Fig. 1: run 1, the metal 4 layer
Scale: 2 px per um. Supply wires on this layer in gray.
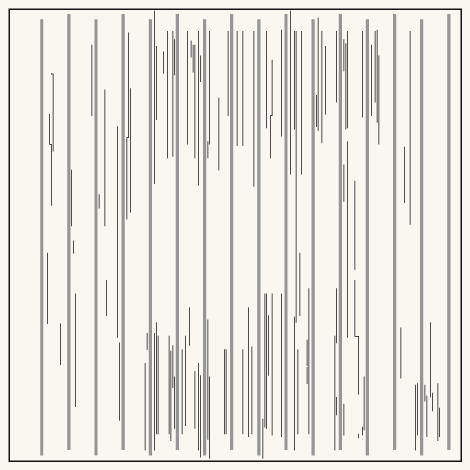
Fig. 2: run 1, close-up of the layout
Region (98, 53) to (128, 83) um. Cells in gray, sequential cells in the stronger gray; small squares are vias.
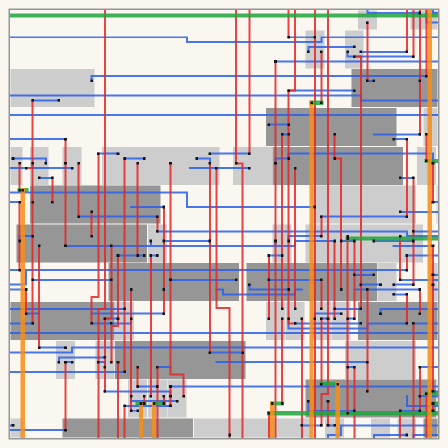
Fig. 3: run 1, routing congestion map
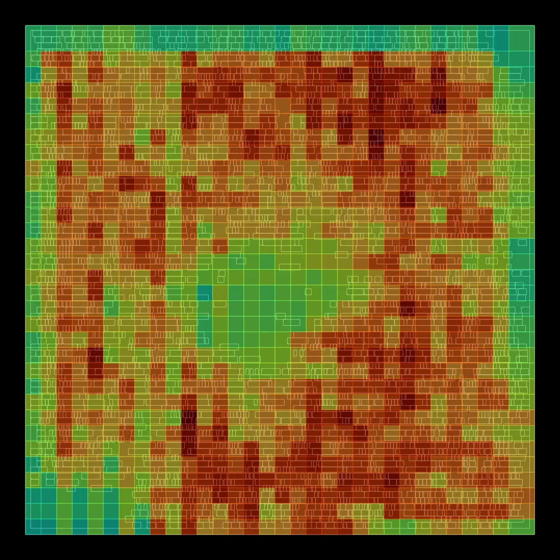
<file path="src/rtl/sa_result_drain.sv">
// Control and readout for an NxN systolic MAC array: runs the PEs for the skewed
// wavefront length, snapshots every accumulator, then streams them out row-major.
module sa_result_drain #(
   parameter int N  = 4,
   parameter int DW = 32,
   parameter int KW = 16
) (
   input  logic                   CLK,
   input  logic                   RST_N,
   input  logic                   START,
   input  logic [KW-1:0]          K,
   output logic                   PE_EN,
   input  logic [N*N*DW-1:0]      C_IN,
   output logic                   OUT_VALID,
   input  logic                   OUT_READY,
   output logic [DW-1:0]          OUT_DATA,
   output logic [$clog2(N)-1:0]   OUT_ROW,
   output logic [$clog2(N)-1:0]   OUT_COL,
   output logic                   OUT_LAST,
   output logic                   BUSY,
   output logic                   DONE
);

   localparam int NW = N * N;
   localparam int IW = $clog2(NW);
   localparam int RW = $clog2(N);
   localparam int CW = KW + 4;
   localparam logic [CW-1:0] SKEW     = CW'(2 * (N - 1));
   localparam logic [IW-1:0] LAST_IDX = IW'(NW - 1);
   localparam logic [IW-1:0] N_IDX    = IW'(N);

   typedef enum logic [2:0] {
      S_IDLE,
      S_RUN,
      S_SETTLE,
      S_CAPTURE,
      S_DRAIN
   } state_t;

   state_t          state_q, state_d;
   logic [CW-1:0]   cnt_q, cnt_d;
   logic [IW-1:0]   idx_q, idx_d;
   logic [DW-1:0]   snap_q [NW];
   logic [DW-1:0]   snap_d [NW];
   logic            done_q, done_d;
   logic [IW-1:0]   row_w, col_w;

   always_ff @(posedge CLK or negedge RST_N) begin
      if (!RST_N) begin
         state_q <= S_IDLE;
         cnt_q   <= '0;
         idx_q   <= '0;
         done_q  <= 1'b0;
         for (int i = 0; i < NW; i++) snap_q[i] <= '0;
      end else begin
         state_q <= state_d;
         cnt_q   <= cnt_d;
         idx_q   <= idx_d;
         done_q  <= done_d;
         for (int i = 0; i < NW; i++) snap_q[i] <= snap_d[i];
      end
   end

   always_comb begin
      state_d = state_q;
      cnt_d   = cnt_q;
      idx_d   = idx_q;
      done_d  = 1'b0;
      for (int i = 0; i < NW; i++) snap_d[i] = snap_q[i];
      case (state_q)
         S_IDLE: begin
            // The counter holds K plus the wavefront skew, so K itself needs no register.
            if (START) begin
               cnt_d   = CW'(K) + SKEW;
               state_d = (K == '0) ? S_SETTLE : S_RUN;
            end
         end
         S_RUN: begin
            if (cnt_q == CW'(1)) state_d = S_SETTLE;
            else                 cnt_d   = cnt_q - CW'(1);
         end
         S_SETTLE: state_d = S_CAPTURE;
         S_CAPTURE: begin
            for (int i = 0; i < NW; i++) snap_d[i] = C_IN[i*DW +: DW];
            idx_d   = '0;
            state_d = S_DRAIN;
         end
         S_DRAIN: begin
            if (OUT_READY) begin
               if (idx_q == LAST_IDX) begin
                  state_d = S_IDLE;
                  done_d  = 1'b1;
               end else begin
                  idx_d = idx_q + IW'(1);
               end
            end
         end
         default: state_d = S_IDLE;
      endcase
   end

   // Outputs decode straight from registered state so an async reset drops them at once.
   assign row_w     = idx_q / N_IDX;
   assign col_w     = idx_q % N_IDX;
   assign PE_EN     = (state_q == S_RUN);
   assign OUT_VALID = (state_q == S_DRAIN);
   assign BUSY      = (state_q != S_IDLE);
   assign DONE      = done_q;
   assign OUT_DATA  = snap_q[idx_q];
   assign OUT_ROW   = row_w[RW-1:0];
   assign OUT_COL   = col_w[RW-1:0];
   assign OUT_LAST  = OUT_VALID && (idx_q == LAST_IDX);

endmodule

</file>
<file path="config.mk">
export PLATFORM = sky130hd
export DESIGN_NAME = sa_result_drain
export DESIGN_NICKNAME = d
export VERILOG_FILES = /design/src/rtl/sa_result_drain.sv
export SDC_FILE = /design/constraint.sdc
export NUM_CORES = 1
export LEC_CHECK = 0
export CAP_MARGIN = 20
export CORE_MARGIN = 2
export CORE_UTILIZATION = 51
export CTS_CLUSTER_DIAMETER = 120
export DETAILED_ROUTE_END_ITERATION = 16
export PLACE_DENSITY = 0.85
export SLEW_MARGIN = 10
export SYNTH_ARGS = -nofsm -noshare
export SYNTH_HDL_FRONTEND = slang
export SYNTH_SLANG_ARGS = --single-unit
</file>
<file path="constraint.sdc">
create_clock -name CLK -period 3 [get_ports CLK]
set_input_delay 0.6 -clock CLK [delete_from_list [all_inputs] [get_ports CLK]]
set_output_delay 0.6 -clock CLK [all_outputs]
set_load 0.005 [all_outputs]
</file>
==> notes.md, run 1 <==
- **category of the most critical setup path** reg -> out
- **post-synth tally of flip-flops with integrated enable** 0
- **status** finished with violations
- **Yosys Instances** 2752
- **overall routing resource usage** 0.3601
- **final setup violation count** 32
- **Main synth FF type** dfrtp_1
- **Max-Slew Margin vs Limit** 0.4380
- **CTS tree** built
- **share of the synthesized area in the top cell type** 0.5413
- **fraction of final layout cells sized beyond drive strength 1** 0.1459
- **number of warnings printed during yosys synthesis** 0
- **cells traversed along the worst timing path** buf_12, buf_12, buf_6, buf_12, mux4_2, a22oi_2, o21ai_2, buf_2
- **setup slack after layout** -0.2774 ns
- **maximum cell stage delay along the critical path** 0.53 ns
- **cell leakage power** 16.66 nW
- **total overflow reported by the global router** 0
- **area overhead of the layout relative to synthesis** 40.49%
- **number of vias per cell after detailed routing** 5.734
- **number of DRC violations after detailed routing** 0
- **register area share after synthesis** 0.5413
- **CTS max path bufs** 3
- **pin count of the biggest net entering global routing** 151
- **vias in the first global route** 23650
- **power per cell area** 995.7 nW/um^2
- **total clock sinks** 540
- **startpoint type of the worst setup path** register
- **total design power** 34.92 mW
- **biggest area contributors in the synthesized netlist** dfrtp_1 (54%), nand2_1 (23%), mux4_2 (8.7%)
- **number of antenna violations at the first check in global routing** 10
- **highest clock frequency the design can meet** 305.1 MHz
- **most frequent cell after synthesis** nand2_1
- **final layout net count** 3903
- **cell at the root of the clock tree** clkbuf_16
- **count of distinct cell types in the synthesized netlist** 55
- **post-synthesis register bit count** 540
- **Clock H-tree levels** 2
- **worst-path cell with the longest stage delay** dfrtp_4
- **wire length of the first global-routing pass** 137.4 mm
- **syn_nets** 3288
- **sequential cell area** 13520 um^2
- **class of the tightest hold or removal check** reg -> reg
- **Period minus WS final** 3.277 ns
- **non-filler instance count after layout** 4045
- **routability congestion estimate from global placement** 1.018
- **Cells after Synth** 2752
- **die area** 50730 um^2
- **MI comb area** 11170 um^2
- **pre-CTS WS** -0.3216 ns
- **dpl hpwl** 63.83 mm
- **number of top-level design ports** 573
- **top cell type by total area after synthesis** dfrtp_1
- **overall routed net length** 91.29 mm
- **number of fill cells in the layout** 3363
- **number of maximum-capacitance constraint violations** 0
- **type of destination of the critical path** output pin
- **final worst clock skew** 0.01859 ns
- **number of placement rows** 81
- **violated checks** setup timing
- **Via Count** 23190
- **I/O Buffers** 572
- **number of buffers added by the clock tree synthesis step** 56
- **highest fanout seen on the critical path** 9
- **count of antenna-violating nets left after detailed routing** 0
- **hold path cells** 2
- **Top cell by count, worst path** buf_12
- **dpl cells** 3873
- **Chip Height** 225.2 um
- **tally of OpenROAD warnings** 35
- **mean instance size in the synthesized netlist** 9.071 um^2
- **Die Wd** 225.2 um
- **Synth Cell Area** 24960 um^2
- **required time reported for the critical path endpoint** 2.40 ns
- **logic depth of the worst register-to-register path** 5
- **max-slew violation total from the final report** 0
- **clock-pin slew of the registers on the worst-case setup and hold paths** 0.06 ns
- **Max VDD drop** 529.7 uV
- **most instantiated cells after synthesis** nand2_1 (1551), dfrtp_1 (540), clkbuf_1 (101), mux4_2 (96), buf_2 (65)
- **clk_lat worst skew** 0.63 ns
- **Starting DRT DRC Count** 2708
- **Period Utilization, post-route** 1.092
- **Worst-Margin Slew** 0.8398 ns
## Picture notes: Fig. 1
longest straight run: 146 um
main direction: vertical
share of all routed wire: 5.1%

## Picture notes: Fig. 2
| layer | color |
|---|---|
| met2 | red |
| met3 | green |
| met1 | blue |
| met4 | orange |
most frequent: nand2_1 (24), dfrtp_1 (12), mux4_2 (3)
netlist names of flops here include: snap_q (12)
sequential cells in the window: 12
cells with their middle in the window: 44

## Picture notes: Fig. 3
utilization after layout: 0.7209
met2 track demand over resource in global routing: 0.5499
global routing met1 resource utilization: 0.4830
WL per Instance: 22.57 um

## run 1: worst max-delay path, delay by kind of cell (launching register included)
| family | cells | cell delay, ns |
|---|---|---|
| muxes | 1 | 0.42 |
| AOI/OAI and AO/OA | 2 | 0.43 |
| buffers and inverters | 5 | 0.68 |
| DFF | 1 | 0.53 |
## run 1: layer usage
| metal | part of all wire | track usage |
|---|---|---|
| met4 | 0.051 | 0.1852 |
| met5 | 0.00014 | 0 |
| met3 | 0.098 | 0.08748 |
| met2 | 0.46 | 0.5499 |
| met1 | 0.39 | 0.4830 |
## run 1: cell type report
type | instances | area share
diodes | 9 | 0.0006422
clock buffers | 76 | 0.04641
clock inverters | 29 | 0.01031
inverters | 11 | 0.001284
multi-input cells | 2024 | 0.3185
flip-flops and latches | 540 | 0.3856
well taps | 622 | 0.02219
repair buffers | 734 | 0.2150
## run 1: power breakdown
part / total [mW] / internal (mW) / switching (mW)
combinational: 14.1 / 6.32 / 7.75
clock: 7.48 / 4.42 / 3.07
sequential: 13.4 / 10.8 / 2.54
total: 34.9 / 21.6 / 13.4
## run 1: registers in the layout (all words and copies together), names as in the netlist
signal / cells
cnt_q: 20
DONE: 1
state_q: 3
idx_q: 4
snap_q: 512
## run 1: final timing paths
path                                     end   startpoint  slack, ns
worst max-delay path            OUT_DATA[21]     idx_q[0]      -0.28
worst min-delay path             snap_q[232]  snap_q[232]       0.47
worst max register to register      cnt_q[0]     cnt_q[8]       0.42
worst min register to register   snap_q[232]  snap_q[232]       0.47
max in group asynchronous         snap_q[61]        RST_N       1.49
min in group asynchronous         snap_q[12]        RST_N       0.57
## run 1: cell families after synthesis
kind of cell | share of synthesized area
mux | 0.1127
fa+ha+maj | 0.002005
simple gates | 0.2541
xor+xnor | 0.004912
flops | 0.5413
compound gates | 0.05283
buf+inv | 0.03213
## run 1: cell usage in the layout, fill, tap and decap left out, types with 26 or more instances in the layout
| master | Yosys | layout |
|---|---|---|
| nand2_1 | 1551 | 1551 |
| clkbuf_16 | 0 | 58 |
| nor2_1 | 30 | 26 |
| a22oi_2 | 0 | 26 |
| a21oi_1 | 48 | 37 |
| buf_12 | 0 | 38 |
| clkdlybuf4s50_1 | 0 | 538 |
| buf_4 | 4 | 90 |
| mux2i_1 | 64 | 56 |
| buf_2 | 65 | 28 |
| mux4_2 | 96 | 96 |
| dfrtp_1 | 540 | 535 |
## run 1: through the flow
stage / util / TNS [ns] / hold WS (ns) / instance area, um^2
5_1_grt: 0.7209 / -8.864 / 0.4930 / 35070
6_report: 0.7209 / -6.616 / 0.4730 / 35070
4_1_cts: 0.7159 / -8.013 / 0.4747 / 34830
3_3_place_gp: 0.6557 / -1.420 / 0.4515 / 31900
2_1_floorplan: - / 0 / 0.3044 / 24960
3_5_place_dp: 0.6557 / -1.932 / 0.4600 / 31900
## run 1: what timing repair did
item,CTS,global route
pin swaps,63,42
buffers inserted,47,14
gates resized,251,67
endpoints found under the hold margin,2,0
hold buffers,1,0
endpoints found under the setup margin,34,35
cloned,6,1
Fig. 4: run 1, wiring heat map
Scale: 1.5 px per um. 23 x 23 tiles, from white (low) to dark blue (high), scaled to the fullest tile. Values are wire area over tile area, all layers added.
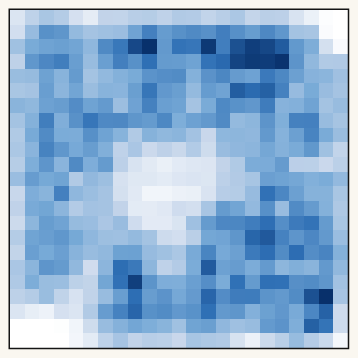

## Run 2: what changed since run 1
GPL_TIMING_DRIVEN = 0   (was not set)
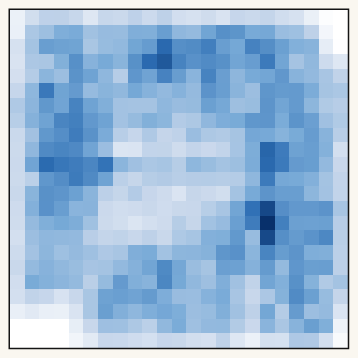
Fig. 5. Wiring heat map (run 2).
Scale: 1.5 px per um. 23 x 23 tiles, from white (low) to dark blue (high), scaled to the fullest tile. Values are wire area over tile area, all layers added.
fullest tile: 0.93
tiles over half the peak: 30%
nearly empty tiles: 2.3%

==> notes.md, run 2 <==
- **Max-Slew Margin vs Limit** 0.3632, -0.07486
- **worst-path cell with the longest stage delay** dfrtp_2
- **Chip Height** 225.2 um, unchanged
- **most common cell after layout, fill and taps aside** nand2_1
- **arrival time worst endpoint** 2.67 ns
- **status** finished with violations
- **Pint** 21.67 mW, +0.47%
- **number of top-level design ports** 573, unchanged
- **most frequent cell after synthesis** nand2_1
- **Top cell by count, worst path** buf_12
- **length of the first detailed-routing pass in iterations** 6
- **setup repair after global routing missed its margin** yes
- **vias in the first global route** 25130, +6.2%
- **total overflow reported by the global router** 0, unchanged
- **Die Wd** 225.2 um, unchanged
- **share of flip-flops with an asynchronous set or reset** 1.000
- **Net Sw Frac** 0.4037, +0.02127
- **net switching power** 14.67 mW, +9.8%
- **highest fanout seen on the critical path** 8, -1
- **flip-flop count of the largest register, all copies and words added** 512, unchanged
- **Main synth FF type** dfrtp_1
- **Via Count** 25020, +7.9%
- **number of buffers added by the clock tree synthesis step** 56, unchanged
- **startpoint type of the worst setup path** register
- **fraction of final layout cells sized beyond drive strength 1** 0.1485, +0.002639
- **top cell type by total area after synthesis** dfrtp_1
- **Cell Area, Placed** 31620 um^2, -0.88%
- **cell leakage power** 16.83 nW, +1.0%
- **post-synthesis register bit count** 540, unchanged
- **mean instance size in the synthesized netlist** 9.071 um^2, unchanged
- **Period minus WS final** 3.270 ns, -0.007192 ns
- **dpl cells** 3952, +2.0%
- **number of placement rows** 81, unchanged
- **Max VDD drop** 545.1 uV, +2.9%
- **power per cell area** 1021 nW/um^2, +2.6%
- **total design power** 36.34 mW, +4.0%
- **number of maximum-capacitance constraint violations** 0, unchanged
- **overall routed net length** 108.2 mm, +19%
- **CTS tree** built
- **most instantiated cells after synthesis** nand2_1 (1551), dfrtp_1 (540), clkbuf_1 (101), mux4_2 (96), buf_2 (65)
- **Period Utilization, post-route** 1.090, -0.002397
- **count of antenna-violating nets left after detailed routing** 0, unchanged
- **biggest area contributors in the synthesized netlist** dfrtp_1 (54%), nand2_1 (23%), mux4_2 (8.7%)
- **yosys synthesis chip area** 24960 um^2
- **Initial Util** 0.5131
- **CTS max path bufs** 3, unchanged
- **number of DRC violations after detailed routing** 0, unchanged
- **Top Registers** snap_q (512), cnt_q (20), idx_q (4)
- **overall routing resource usage** 0.4197, +0.05951
- **final worst clock skew** 0.01576 ns, -0.002822 ns
- **tally of OpenROAD warnings** 35, unchanged
- **share of power burned in combinational logic** 0.431, +0.028
- **Worst-Margin Slew** 0.9553 ns, +0.1155 ns
- **number of antenna violations at the first check in global routing** 14, +4
- **WL per Instance** 26.25 um, +16%
- **most numerous logic cells after layout** nand2_1 (1551), clkdlybuf4s50_1 (539), dfrtp_1 (535), mux4_2 (96), clkbuf_1 (83)
- **number of vias per cell after detailed routing** 6.070, +5.9%
- **pin count of the biggest net entering global routing** 114, -25%
- **sequential fraction of design power** 0.364, -0.019
- **Final Hold Violating Endpoints** 0
- **hold slack final** 0.4714 ns, -0.001600 ns
- **total clock sinks** 540, unchanged
- **Clock H-tree levels** 2, unchanged
- **class of the tightest hold or removal check** reg -> reg
- **setup slack after layout** -0.2702 ns, +0.007192 ns
- **Starting DRT DRC Count** 3183, +18%
- **Cells after Synth** 2752, unchanged
- **post-synth tally of flip-flops with integrated enable** 0, unchanged
- **area overhead of the layout relative to synthesis** 42.50%
- **pre-CTS WS** -1.265 ns, -0.9435 ns
- **register area share after synthesis** 0.5413, unchanged
- **share of the synthesized area in the top cell type** 0.5413, unchanged
- **Synth Cell Area** 24960 um^2, unchanged
- **routability congestion estimate from global placement** 0.9503, -6.6%
- **clock share of power** 0.205, -0.009
- **maximum cell stage delay along the critical path** 0.45 ns, -0.08 ns
- **final standard cell area without fillers** 35570 um^2, +1.4%
- **most flop-heavy register** snap_q
- **cell at the root of the clock tree** clkbuf_16
- **required time reported for the critical path endpoint** 2.40 ns, about the same
- **number of warnings printed during yosys synthesis** 0, unchanged
- **count of distinct cell types in the synthesized netlist** 55, unchanged
- **I/O Buffers** 572, unchanged
- **max-slew violation total from the final report** 0, unchanged
- **violated checks** setup timing
- **dpl hpwl** 74.53 mm, +17%
- **cells traversed along the worst timing path** buf_12, buf_16, buf_12, mux2i_2, a221oi_2, buf_4, a21oi_1, o21ai_1, buf_2
- **category of the most critical setup path** reg -> out
- **Yosys Instances** 2752, unchanged
- **type of destination of the critical path** output pin
- **clk_lat worst skew** 0.64 ns, about the same
- **clock-pin slew of the registers on the worst-case setup and hold paths** 0.06 ns, about the same
- **utilization after layout** 0.7312, +0.01029
- **setup TNS** -6.756 ns, -0.1404 ns
- **wire length of the first global-routing pass** 153.9 mm, +12%
- **final layout net count** 3979, +1.9%
- **highest clock frequency the design can meet** 305.8 MHz, +0.22%
- **die area** 50730 um^2, unchanged
- **final setup violation count** 32, unchanged
- **Placeable Area** 48650 um^2
- **syn_nets** 3288, unchanged
- **non-filler instance count after layout** 4122, +1.9%
[run 2: netlist changes by cell type in the layout (fill, tap and decap cells not counted), sizes merged]
cell	before	now
clkdlybuf4s15	0	1
buf	190	169
clkbuf	78	182
clkinvlp	7	2
clkdlybuf4s50	538	539
inv	13	14
bufbuf	2	0
diode	9	12
clkinv	13	9
dlygate4sd2	1	0
[run 2: cell families after synthesis]
family,Yosys count,share of synthesized area
AOI/OAI and AO/OA,203,0.05283
muxes,161,0.1127
adders and majority gates,4,0.002005
and+or+nand+nor,1642,0.2541
DFF,540,0.5413
buffers and inverters,188,0.03213
xor gates and xnor gates,14,0.004912
[run 2: final cells by class]
cell class,count,area (um^2)
well taps,622,778.2
plain buffers,174,1257
inverters,11,43.79
flip-flops and latches,540,13520
fillers,3211,13080
multi-input cells,2024,11510
repair buffers,636,6502
clock buffers,82,1630
clock inverters,21,300.3
diodes,12,30.03
[run 2: critical path: cells and delay by family (launching register included)]
kind,cells,cell delay (ns)
AND-OR/OR-AND,3,0.54
buffers and inverters,5,0.85
flip-flops,1,0.45
multiplexers,1,0.18
[run 2: final timing paths]
path | startpoint | slack, ns | cells past startpoint | endpoint
setup reg to reg | state_q[2] | 0.10 | 7 | snap_q[118]
hold reg to reg | snap_q[427] | 0.47 | 2 | snap_q[427]
setup / recovery | idx_q[0] | -0.27 | 9 | OUT_DATA[28]
min in group asynchronous | RST_N | 0.52 | 2 | snap_q[333]
hold / removal | snap_q[427] | 0.47 | 2 | snap_q[427]
max in group asynchronous | RST_N | 1.04 | 4 | snap_q[442]
[run 2: timing repair]
action,4_1_cts,5_1_grt
hold buffers,1,0
gates cloned,8,5
gates resized,439,72
buffers inserted,38,9
pin swaps,52,33
endpoints found under the hold margin,64,0
setup endpoints to repair,45,55
[run 2: power by group through the flow]
stage | Combinational, mW | Clock [mW] | Sequential [mW]
floorplan | 7.66 | 0 | 12.2
global placement | 12.7 | 0 | 12.7
detailed placement | 13.1 | 0 | 12.8
CTS | 14.6 | 7.38 | 12.9
global route | 16.7 | 7.71 | 13.4
finish | 15.7 | 7.45 | 13.2
[run 2: routing by layer]
metal,share of wire,track usage
met1,0.35,0.5263
met2,0.46,0.6625
met3,0.12,0.1021
met4,0.072,0.2559
met5,0.00049,0
Fig. 6: run 2, the metal 4 layer
Scale: 2 px per um. Supply wires on this layer in gray.
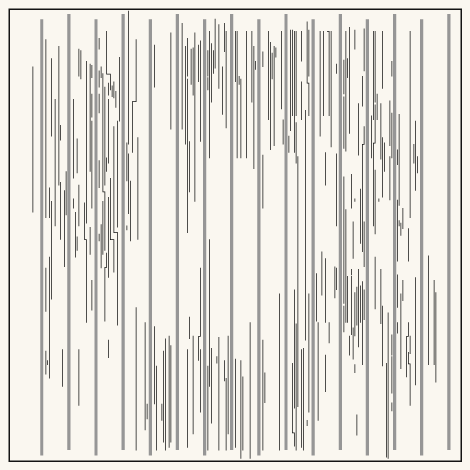

## Run 3: what changed since run 2
CORE_AREA = 2 2 223 225   (was not set)
CORE_MARGIN = not set   (was 2)
CORE_UTILIZATION = not set   (was 51)
DIE_AREA = 0 0 225 227   (was not set)
PLACE_DENSITY = 0.86   (was 0.85)
clock period = 4 ns   (was 3 ns; I/O delays follow)
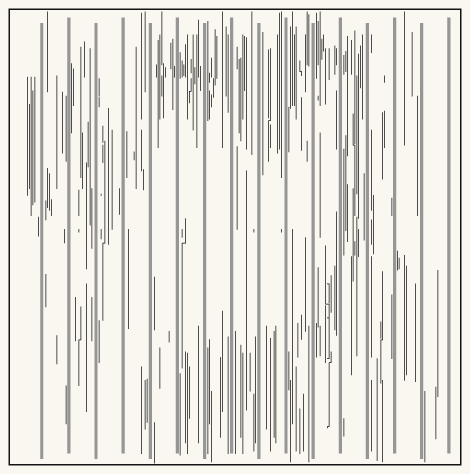
Fig. 7. The metal 4 layer (run 3).
Scale: 2 px per um. Supply wires on this layer in gray.
main direction: vertical
wire length on this layer: 7430 um
share of all routed wire: 7.1%
longest straight run: 120 um

==> notes.md, run 3 <==
- **dpl cells** 3952, unchanged
- **type of destination of the critical path** output pin
- **logic depth of the worst register-to-register path** 7, unchanged
- **Period minus WS final** 4.004 ns
- **Register-to-Register Setup Slack** 0.91 ns, +0.81 ns
- **Worst-Margin Slew** 0.9958 ns, +0.04056 ns
- **met2 wire length** 47.27 mm, -5.5%
- **Clock H-tree levels** 2, unchanged
- **yosys synthesis chip area** 24960 um^2, unchanged
- **cells traversed along the worst timing path** buf_8, buf_8, buf_8, mux2i_1, a221oi_4, a21oi_1, o21ai_0, clkdlybuf4s50_1
- **Main synth FF type** dfrtp_1
- **most common cell after layout, fill and taps aside** nand2_1
- **Period Utilization, post-route** 1.001
- **CTS tree** built
- **clk_lat worst skew** 0.63 ns, about the same
- **status** finished with violations
- **maximum cell stage delay along the critical path** 0.57 ns, +0.12 ns
- **mean instance size in the synthesized netlist** 9.071 um^2, unchanged
- **cell leakage power** 16.29 nW, -3.2%
- **I/O Buffers** 572, unchanged
- **highest clock frequency the design can meet** 249.8 MHz
- **routed length on met3** 12.06 mm, -4.5%
- **post-synthesis register bit count** 540, unchanged
- **count of antenna-violating nets left after detailed routing** 0, unchanged
- **syn_nets** 3288, unchanged
- **Via Count** 24410, -2.5%
- **most numerous logic cells after layout** nand2_1 (1551), clkdlybuf4s50_1 (563), dfrtp_1 (539), mux4_2 (96), clkbuf_1 (94)
- **flip-flop count of the largest register, all copies and words added** 512, unchanged
- **overall routing resource usage** 0.4027, -0.01699
- **total clock sinks** 540, unchanged
- **Top Registers** snap_q (512), cnt_q (20), idx_q (4)
- **arrival time worst endpoint** 3.20 ns, +0.53 ns
- **Cell Area, Placed** 31620 um^2, unchanged
- **highest fanout seen on the critical path** 10, +2
- **most instantiated cells after synthesis** nand2_1 (1551), dfrtp_1 (540), clkbuf_1 (101), mux4_2 (96), buf_2 (65)
- **worst reg2reg path endpoint** snap_q[249]
- **required time reported for the critical path endpoint** 3.20 ns, +0.80 ns
- **category of the most critical setup path** reg -> out
- **setup TNS** -0.003771 ns, +6.752 ns
- **Top Metal Used** met5
- **class of the tightest hold or removal check** in -> async
- **number of fill cells in the layout** 3450, +7.4%
- **number of top-level design ports** 573, unchanged
- **dpl hpwl** 76.09 mm, +2.1%
- **Synth Cell Area** 24960 um^2, unchanged
- **pin count of the biggest net entering global routing** 109, -4.4%
- **setup slack after layout** -0.003771 ns, +0.2665 ns
- **startpoint type of the worst setup path** register
- **Final Hold Violating Endpoints** 0, unchanged
- **share of flip-flops with an asynchronous set or reset** 1.000, unchanged
- **Max VDD drop** 394.8 uV, -28%
- **Initial Util** 0.5142, +0.001071
- **reg-to-reg startpoint** state_q[0]
- **number of vias per cell after detailed routing** 6.002, -1.1%
- **most flop-heavy register** snap_q
- **die area** 51080 um^2, +0.67%
- **setup repair after global routing missed its margin** yes
- **number of buffers added by the clock tree synthesis step** 54, -3.6%
- **final setup violation count** 1, -97%
- **number of maximum-capacitance constraint violations** 0, unchanged
- **fraction of final layout cells sized beyond drive strength 1** 0.09802, -0.05049
- **register area share after synthesis** 0.5413, unchanged
- **hold slack final** 0.1556 ns, -0.3158 ns
- **WL per Instance** 25.56 um, -2.7%
- **wire length of the first global-routing pass** 149.1 mm, -3.1%
- **post-cts hold buffer count** 0, -1
- **top cell type by total area after synthesis** dfrtp_1
- **total overflow reported by the global router** 0, unchanged
- **Top cell by count, worst path** buf_8
- **post-synth tally of flip-flops with integrated enable** 0, unchanged
- **final layout net count** 3934, -1.1%
- **worst-path cell with the longest stage delay** clkdlybuf4s50_1
- **most frequent cell after synthesis** nand2_1
- **Placeable Area** 48550 um^2, -0.21%
- **count of distinct cell types in the synthesized netlist** 55, unchanged
- **Die Wd** 225 um, -0.11%
- **power per cell area** 756.7 nW/um^2, -26%
- **number of placement rows** 81, unchanged
- **biggest area contributors in the synthesized netlist** dfrtp_1 (54%), nand2_1 (23%), mux4_2 (8.7%)
- **tally of OpenROAD warnings** 32, -8.6%
- **Cells after Synth** 2752, unchanged
- **final worst clock skew** 0.02841 ns, +0.01264 ns
- **Max-Slew Margin vs Limit** 0.3361, -0.02704
- **Starting DRT DRC Count** 3140, -1.4%
- **Chip Height** 227 um, +0.78%
- **area overhead of the layout relative to synthesis** 36.64%
- **number of DRC violations after detailed routing** 0, unchanged
- **Yosys Instances** 2752, unchanged
- **number of antenna violations at the first check in global routing** 10, -4
- **CTS max path bufs** 3, unchanged
- **Met1 Wirelength** 37.10 mm, -1.5%
- **number of warnings printed during yosys synthesis** 0, unchanged
- **violated checks** setup timing
- **cell at the root of the clock tree** clkbuf_16
- **total design power** 25.81 mW, -29%
- **share of the synthesized area in the top cell type** 0.5413, unchanged
- **max-slew violation total from the final report** 0, unchanged
- **final standard cell area without fillers** 34110 um^2, -4.1%
- **overall routed net length** 103.9 mm, -4.0%
- **vias in the first global route** 24430, -2.8%
- **clock-pin slew of the registers on the worst-case setup and hold paths** 0.06 ns, about the same
- **length of the first detailed-routing pass in iterations** 8, +2
- **non-filler instance count after layout** 4066, -1.4%
- **routability congestion estimate from global placement** 0.9356, -1.5%
-- run 3: cell counts after synthesis --
No cell type changed its count.
-- run 3: area by class of cell --
cell class,instances,area [um^2],area share
diodes,6,15.01,0.0004402
plain buffers,177,952.2,0.02791
clock buffers,83,1622,0.04754
clock inverters,13,150.1,0.004402
inverters,11,45.04,0.001321
multi-input cells,2024,11030,0.3235
flip-flops and latches,540,13510,0.3962
well taps,622,778.2,0.02282
repair buffers,590,6000,0.1759
-- run 3: metal layers --
| metal | up-vias | global-route usage |
|---|---|---|
| met5 | - | 0 |
| met4 | 10 | 0.2427 |
| met2 | 1857 | 0.6297 |
| met1 | 11790 | 0.5102 |
| met3 | 477 | 0.1026 |
| li1 | 10270 | - |
-- run 3: how the worst max path moves through the flow --
stage	start	endpoint	slack, ns	cells after the start
final	idx_q[0]	OUT_DATA[15]	-0.004	8
after CTS	idx_q[0]	OUT_DATA[21]	-0.02	6
after global routing	idx_q[0]	OUT_DATA[15]	-0.03	8
after floorplan	idx_q[1]	OUT_DATA[23]	1.42	6
after global placement	RST_N	snap_q[406]	-21.63	1
after detailed placement	idx_q[1]	OUT_DATA[23]	-0.55	7
-- run 3: critical path, delay by kind of cell (launching register included) --
| family | cells | cell delay, ns |
|---|---|---|
| AOI/OAI and AO/OA | 3 | 0.80 |
| buffers and inverters | 4 | 1.20 |
| muxes | 1 | 0.18 |
| DFF | 1 | 0.41 |
-- run 3: timing repair --
item | 4_1_cts | 5_1_grt
gates cloned | 0 | 0
hold endpoints to repair | 0 | 0
endpoints found under the setup margin | 32 | 30
resized | 112 | 40
pin swaps | 9 | 12
buffers inserted | 6 | 6
-- run 3: logic make-up (layout without fill, tap and decap cells) --
family                     Yosys count  after routing  synth area share
other                                0              6                 0
adders and majority gates            4              4          0.002005
AOI/OAI and AO/OA                  203            203           0.05283
buffers and inverters              188            874           0.03213
DFF                                540            540            0.5413
muxes                              161            161            0.1127
and+or+nand+nor                   1642           1642            0.2541
xor gates and xnor gates            14             14          0.004912
-- run 3: per-stage QoR --
step	setup WS [ns]	util
detailed placement	-0.5486	0.6513
global route	-0.02722	0.7025
global placement	-21.63	0.6482
finish	-0.003771	0.7026
floorplan	1.417	-
CTS	-0.02468	0.6986
-- run 3: power by group --
part | internal, mW | leakage, nW | switching, mW | total (mW)
clock network | 2.97 | 0.874 | 2.23 | 5.20
logic | 4.43 | 8.75 | 6.44 | 10.9
registers | 8.11 | 6.66 | 1.63 | 9.74
total | 15.5 | 16.3 | 10.3 | 25.8
Power and IR drop assume default switching activity.
